File: src/rtl/mt9_pkg.sv
// Shared types for the MT9-style synthetic sensor source: FSM state and
// test-pattern encodings plus small elaboration-time helpers.
package mt9_pkg;

    typedef enum logic [1:0] {
        IDLE   = 2'd0,
        FRAME  = 2'd1,
        VBLANK = 2'd2
    } mt9_state_e;

    typedef enum logic [1:0] {
        PAT_HRAMP  = 2'd0,
        PAT_VRAMP  = 2'd1,
        PAT_CHECK  = 2'd2,
        PAT_MOVING = 2'd3
    } mt9_pattern_e;

    localparam int FRAME_CNT_W = 16;

    function automatic int max_int(input int a, input int b);
        return (a > b) ? a : b;
    endfunction

endpackage

File: src/rtl/mt9_pattern_gen_if.sv
// Video bus between the synthetic sensor and the sampler: vsync envelope,
// href line-valid and pixel data.
interface mt9_pattern_gen_if #(
    parameter int PIXEL_WIDTH = 8
);

    // Source-timed stream with no backpressure: pixel is valid exactly on
    // href-high cycles inside a vsync-high envelope; the sink takes every one.
    logic                   vsync;
    logic                   href;
    logic [PIXEL_WIDTH-1:0] pixel;

    modport master (
        output vsync,
        output href,
        output pixel
    );

    modport slave (
        input vsync,
        input href,
        input pixel
    );

endinterface

File: src/rtl/mt9_line_timer.sv
// Horizontal pixel counter and line counter for the pattern generator.
// clear_i restarts both at zero; line_wrap_o marks the last cycle of a line.
module mt9_line_timer #(
    parameter int LINE_LEN = 800,
    parameter int HCNT_W   = 10,
    parameter int VLINE_W  = 9
) (
    input  logic               pclk_i,
    input  logic               reset_n_i,
    input  logic               clear_i,
    output logic [HCNT_W-1:0]  hcnt_o,
    output logic [VLINE_W-1:0] vline_o,
    output logic               line_wrap_o
);

    logic [HCNT_W-1:0]  hcnt_q;
    logic [HCNT_W-1:0]  hcnt_d;
    logic [VLINE_W-1:0] vline_q;
    logic [VLINE_W-1:0] vline_d;

    assign line_wrap_o = (hcnt_q == HCNT_W'(LINE_LEN - 1));
    assign hcnt_o      = hcnt_q;
    assign vline_o     = vline_q;

    // Clear wins over wrap so a state change always starts on a fresh line 0.
    always_comb begin
        hcnt_d  = hcnt_q + 1'b1;
        vline_d = vline_q;
        if (clear_i) begin
            hcnt_d  = '0;
            vline_d = '0;
        end else if (line_wrap_o) begin
            hcnt_d  = '0;
            vline_d = vline_q + 1'b1;
        end
    end

    always_ff @(posedge pclk_i or negedge reset_n_i) begin
        if (!reset_n_i) begin
            hcnt_q  <= '0;
            vline_q <= '0;
        end else begin
            hcnt_q  <= hcnt_d;
            vline_q <= vline_d;
        end
    end

endmodule

File: src/rtl/mt9_pattern_gen.sv
// Synthetic MT9-style sensor: frames/lines with vsync/href framing and a
// selectable test pattern, all outputs registered in the pixel-clock domain.
module mt9_pattern_gen
    import mt9_pkg::*;
#(
    parameter int PIXEL_WIDTH = 8,
    parameter int H_ACTIVE    = 640,
    parameter int H_BLANK     = 160,
    parameter int V_FRONT     = 4,
    parameter int V_ACTIVE    = 480,
    parameter int V_BACK      = 4,
    parameter int V_LOW       = 8
) (
    input  logic                   pclk_i,
    input  logic                   reset_n_i,
    input  logic                   enable_i,
    input  logic [1:0]             pattern_i,
    mt9_pattern_gen_if.master      vid,
    output logic [FRAME_CNT_W-1:0] frame_cnt_o,
    output logic                   busy_o,
    output mt9_state_e             dbg_state_o
);

    localparam int LINE_LEN    = H_ACTIVE + H_BLANK;
    localparam int FRAME_LINES = V_FRONT + V_ACTIVE + V_BACK;
    localparam int VLINE_MAX   = max_int(FRAME_LINES, V_LOW);
    localparam int HCNT_W      = $clog2(LINE_LEN);
    localparam int VLINE_W     = $clog2(VLINE_MAX + 1);

    mt9_state_e             state_q;
    mt9_state_e             state_d;
    mt9_pattern_e           pat_q;
    mt9_pattern_e           pat_d;
    logic [FRAME_CNT_W-1:0] frame_cnt_q;
    logic [FRAME_CNT_W-1:0] frame_cnt_d;

    logic                   vsync_q;
    logic                   vsync_d;
    logic                   href_q;
    logic                   href_d;
    logic [PIXEL_WIDTH-1:0] pixel_q;
    logic [PIXEL_WIDTH-1:0] pixel_d;
    logic [FRAME_CNT_W-1:0] fcnt_out_q;
    logic [FRAME_CNT_W-1:0] fcnt_out_d;
    logic                   busy_q;
    logic                   busy_d;

    logic                   timer_clear;
    logic [HCNT_W-1:0]      hcnt;
    logic [VLINE_W-1:0]     vline;
    logic                   line_wrap;
    logic                   frame_end;
    logic                   blank_end;
    logic                   in_active;
    logic [PIXEL_WIDTH-1:0] pattern_px;

    mt9_line_timer #(
        .LINE_LEN (LINE_LEN),
        .HCNT_W   (HCNT_W),
        .VLINE_W  (VLINE_W)
    ) u_line_timer (
        .pclk_i      (pclk_i),
        .reset_n_i   (reset_n_i),
        .clear_i     (timer_clear),
        .hcnt_o      (hcnt),
        .vline_o     (vline),
        .line_wrap_o (line_wrap)
    );

    assign frame_end = line_wrap && (vline == VLINE_W'(FRAME_LINES - 1));
    assign blank_end = line_wrap && (vline == VLINE_W'(V_LOW - 1));

    // enable_i is looked at only in IDLE and on the last VBLANK cycle, so a
    // frame once started always runs to completion with its blanking.
    always_comb begin
        state_d     = state_q;
        pat_d       = pat_q;
        frame_cnt_d = frame_cnt_q;
        timer_clear = 1'b0;
        case (state_q)
            IDLE: begin
                timer_clear = 1'b1;
                if (enable_i) begin
                    state_d = FRAME;
                    pat_d   = mt9_pattern_e'(pattern_i);
                end
            end
            FRAME: begin
                if (frame_end) begin
                    state_d     = VBLANK;
                    timer_clear = 1'b1;
                    frame_cnt_d = frame_cnt_q + 1'b1;
                end
            end
            VBLANK: begin
                if (blank_end) begin
                    timer_clear = 1'b1;
                    if (enable_i) begin
                        state_d = FRAME;
                        pat_d   = mt9_pattern_e'(pattern_i);
                    end else begin
                        state_d = IDLE;
                    end
                end
            end
            default: begin
                state_d     = IDLE;
                timer_clear = 1'b1;
            end
        endcase
    end

    assign in_active = (state_q == FRAME)
                    && (vline >= VLINE_W'(V_FRONT))
                    && (vline <  VLINE_W'(V_FRONT + V_ACTIVE))
                    && (hcnt  <  HCNT_W'(H_ACTIVE));

    // y is the line index relative to the first active line; all results are
    // truncated to the pixel width.
    always_comb begin
        pattern_px = '0;
        case (pat_q)
            PAT_HRAMP:  pattern_px = PIXEL_WIDTH'(hcnt);
            PAT_VRAMP:  pattern_px = PIXEL_WIDTH'(32'(vline) - 32'(V_FRONT));
            PAT_CHECK:  pattern_px = (((32'(hcnt) ^ (32'(vline) - 32'(V_FRONT))) & 32'd8) != 32'd0)
                                     ? '1 : '0;
            PAT_MOVING: pattern_px = PIXEL_WIDTH'(32'(hcnt) + 32'(frame_cnt_q[7:0]));
            default:    pattern_px = '0;
        endcase
    end

    // Every output is a one-cycle-delayed view of the current state/counters.
    always_comb begin
        vsync_d    = (state_q == FRAME);
        href_d     = in_active;
        pixel_d    = in_active ? pattern_px : '0;
        fcnt_out_d = frame_cnt_q;
        busy_d     = (state_q != IDLE);
    end

    always_ff @(posedge pclk_i or negedge reset_n_i) begin
        if (!reset_n_i) begin
            state_q     <= IDLE;
            pat_q       <= PAT_HRAMP;
            frame_cnt_q <= '0;
            vsync_q     <= 1'b0;
            href_q      <= 1'b0;
            pixel_q     <= '0;
            fcnt_out_q  <= '0;
            busy_q      <= 1'b0;
        end else begin
            state_q     <= state_d;
            pat_q       <= pat_d;
            frame_cnt_q <= frame_cnt_d;
            vsync_q     <= vsync_d;
            href_q      <= href_d;
            pixel_q     <= pixel_d;
            fcnt_out_q  <= fcnt_out_d;
            busy_q      <= busy_d;
        end
    end

    assign vid.vsync   = vsync_q;
    assign vid.href    = href_q;
    assign vid.pixel   = pixel_q;
    assign frame_cnt_o = fcnt_out_q;
    assign busy_o      = busy_q;
    assign dbg_state_o = state_q;

endmodule
File: src/flat_wrapper.sv
// flat-port wrapper written by rule: the top's interface ports become plain ports
module mt9_pattern_gen_flat import mt9_pkg::*;
#(
    parameter int PIXEL_WIDTH = 8,
    parameter int H_ACTIVE    = 640,
    parameter int H_BLANK     = 160,
    parameter int V_FRONT     = 4,
    parameter int V_ACTIVE    = 480,
    parameter int V_BACK      = 4,
    parameter int V_LOW       = 8
)
  (pclk_i, reset_n_i, enable_i, pattern_i, frame_cnt_o, busy_o, dbg_state_o, vid_vsync, vid_href, vid_pixel);
  mt9_pattern_gen_if #(.PIXEL_WIDTH(PIXEL_WIDTH)) vid_i ();
  input  logic pclk_i;
  input  logic reset_n_i;
  input  logic enable_i;
  input  logic [1:0] pattern_i;
  output logic [FRAME_CNT_W-1:0] frame_cnt_o;
  output logic busy_o;
  output mt9_state_e dbg_state_o;
  output wire logic [$bits(vid_i.vsync)-1:0] vid_vsync;
  output wire logic [$bits(vid_i.href)-1:0] vid_href;
  output wire logic [$bits(vid_i.pixel)-1:0] vid_pixel;
  assign vid_vsync = vid_i.vsync;
  assign vid_href = vid_i.href;
  assign vid_pixel = vid_i.pixel;
  mt9_pattern_gen #(.PIXEL_WIDTH(PIXEL_WIDTH), .H_ACTIVE(H_ACTIVE), .H_BLANK(H_BLANK), .V_FRONT(V_FRONT), .V_ACTIVE(V_ACTIVE), .V_BACK(V_BACK), .V_LOW(V_LOW)) u_core (.pclk_i(pclk_i), .reset_n_i(reset_n_i), .enable_i(enable_i), .pattern_i(pattern_i), .vid(vid_i), .frame_cnt_o(frame_cnt_o), .busy_o(busy_o), .dbg_state_o(dbg_state_o));
endmodule
File: config.mk
export PLATFORM = sky130hd
export DESIGN_NAME = mt9_pattern_gen_flat
export DESIGN_NICKNAME = d
export VERILOG_FILES = /design/src/rtl/mt9_pkg.sv /design/src/rtl/mt9_pattern_gen_if.sv /design/src/rtl/mt9_line_timer.sv /design/src/rtl/mt9_pattern_gen.sv /design/src/flat_wrapper.sv
export SDC_FILE = /design/constraint.sdc
export NUM_CORES = 1
export LEC_CHECK = 0
export ABC_CLOCK_PERIOD_IN_PS = 2700
export CORE_MARGIN = 10
export CORE_UTILIZATION = 40
export DETAILED_ROUTE_END_ITERATION = 12
export SYNTH_ARGS = -nofsm -noshare
export SYNTH_HDL_FRONTEND = slang
export SYNTH_SLANG_ARGS = --single-unit
File: constraint.sdc
create_clock -name pclk_i -period 2.7 [get_ports pclk_i]
set_clock_uncertainty 0.2 [all_clocks]
set_input_delay 0.405 -clock pclk_i [delete_from_list [all_inputs] [get_ports pclk_i]]
set_output_delay 0.405 -clock pclk_i [all_outputs]
set_load 0.1 [all_outputs]
gate_families.png
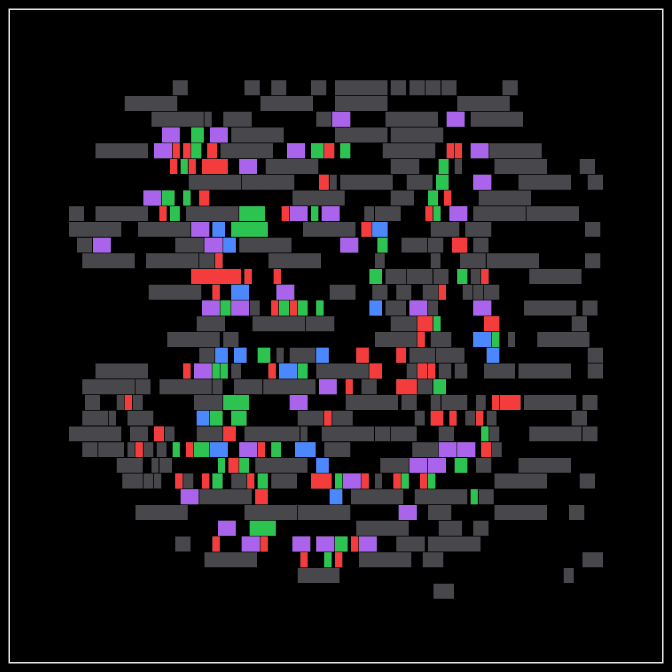
[green] NAND gates | cells: 48 | most used: nand2_1
[blue] AND and OR gates | cells: 16 | most used: and3_1 | where: centre
[purple] XOR/XNOR gates | cells: 38 | most used: xor2_1
[red] NOR gates | cells: 65 | most used: nor2_1
non-filler cells, final: 474
combinational share of cell area: 0.420

==> results.py <==
# Metrics from the implementation run
metrics = {
    "detailed_routing": {
        "top_layer_used": "met4",
        "drt-total-wl_um": 7390,
        "ant_nets": 0,
        "via_per_inst": 5.11,
        "wl_per_cell_um": 15.6,
        "drc": 0,
        "dr_wl_met2_um": 3300,
        "wl_met3_um": 369,
        "num_vias": 2423,
    },
    "pwr": {
        "clkPwrFrac": 0.428,
        "p_comb_uw": 28.3,
        "seqPwrFrac": 0.556,
        "ir_drop_uv": 261,
        "pg_clk_uw": 760,
        "p_sw_frac": 0.227,
        "total_power_uw": 1780,
        "p_int_uw": 1370,
    },
    "status": {
        "outcome": "finished, final reports clean",
    },
    "critical_path": {
        "crit_required_ns": 2.72,
        "worst_setup_path_end_kind": "register",
        "crit_family": "simple AND/OR/NAND/NOR gates",
        "critPathLaunchType": "register",
        "rr_endpoint": "u_core.u_line_timer.vline_o[0]",
        "r2r_slack_ns": 0.28,
        "rr_worst_depth": 6,
    },
    "floorplanning": {
        "die_w_um": 113,
        "tap_cells": 105,
        "chip_area_sq_um": 12700,
        "io_pins": 34,
        "num_rows": 33,
    },
    "synth": {
        "synthCells": 326,
        "syn-cell-area_sq_um": 3440,
        "ys_warn_count": 0,
        "synthMostInstantiatedCell": "dfrtp_1",
        "synth_top_flop_cell": "dfrtp_1",
        "yosysSeqAreaShare": 0.480,
        "syn_area_per_cell_sq_um": 10.6,
        "syn-num-nets": 349,
        "synth_chip_area_sq_um": 3440,
    },
    "grt": {
        "grt_max_degree": 40,
    },
    "cells_and_area": {
        "diodes": 0,
        "seq_share": 0.413,
        "comb_cells": 237,
        "post-route-util": 0.482,
        "design.seq.count": 66,
        "syn2layout_area_growth_pct": 16.2,
        "final-clk-cell-share": 0.0448,
        "largest_cell_class": "logic gates",
        "layout_top_cell": "dfrtp_1",
    },
    "cts": {
        "clk_pin_slew_ns": 0.07,
        "cts_tree": "yes",
        "cts_setup_buffers": 0,
    },
    "sta": {
        "slew_violations": 0,
        "hold_ws_ns": 0.200,
        "rsz0062_at_grt": "false",
        "setup_viol": 0,
        "finalCriticalPeriod_ns": 2.42,
        "finalCritPeriodShare": 0.896,
        "final-hold-violation-count": 0,
        "finalSetupTns_ns": 0,
    },
    "job": {
        "warning_count": 31,
    },
    "placed_design": {
        "dp_slack_ns": 0.310,
        "gp_congestion": 0.828,
        "dpl.hpwl_um": 5330,
        "placed_cells": 458,
    },
    "min_path": {
        "holdPathStages": 0,
        "whs_endpoint": "u_core.frame_cnt_o[15]",
    },
}
final_congestion.png
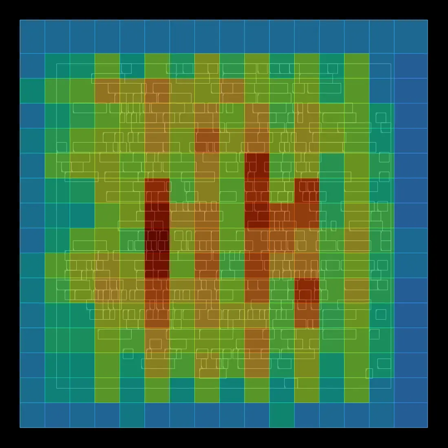
met1 GRT Util: 0.160
routing usage on met2: 0.168
global-route usage over all layers: 0.119

==> logic make-up (layout without fill, tap and decap cells) <==
logic type / count (synthesis) / after routing / share of synthesized area
mux: 6 / 6 / 0.0186
flops: 66 / 66 / 0.480
buf+inv: 23 / 66 / 0.0320
simple gates: 129 / 129 / 0.208
fa+ha+maj: 18 / 18 / 0.0677
xor+xnor: 38 / 38 / 0.0968
compound gates: 46 / 46 / 0.0971
==> state kept, by name, indices dropped and copies added (netlist names) <==
signal and flops:
u_core.u_line_timer.vline_o 9, u_core.fcnt_out_d 16, u_core.vid.vsync 1, u_core.busy_o 1, u_core.vid.pixel 8, u_core.u_line_timer.hcnt_o 10, u_core.vid.href 1, u_core.pat_q 2
u_core.frame_cnt_o 16, u_core.dbg_state_o 2
Power is estimated from default activity; no workload was simulated.
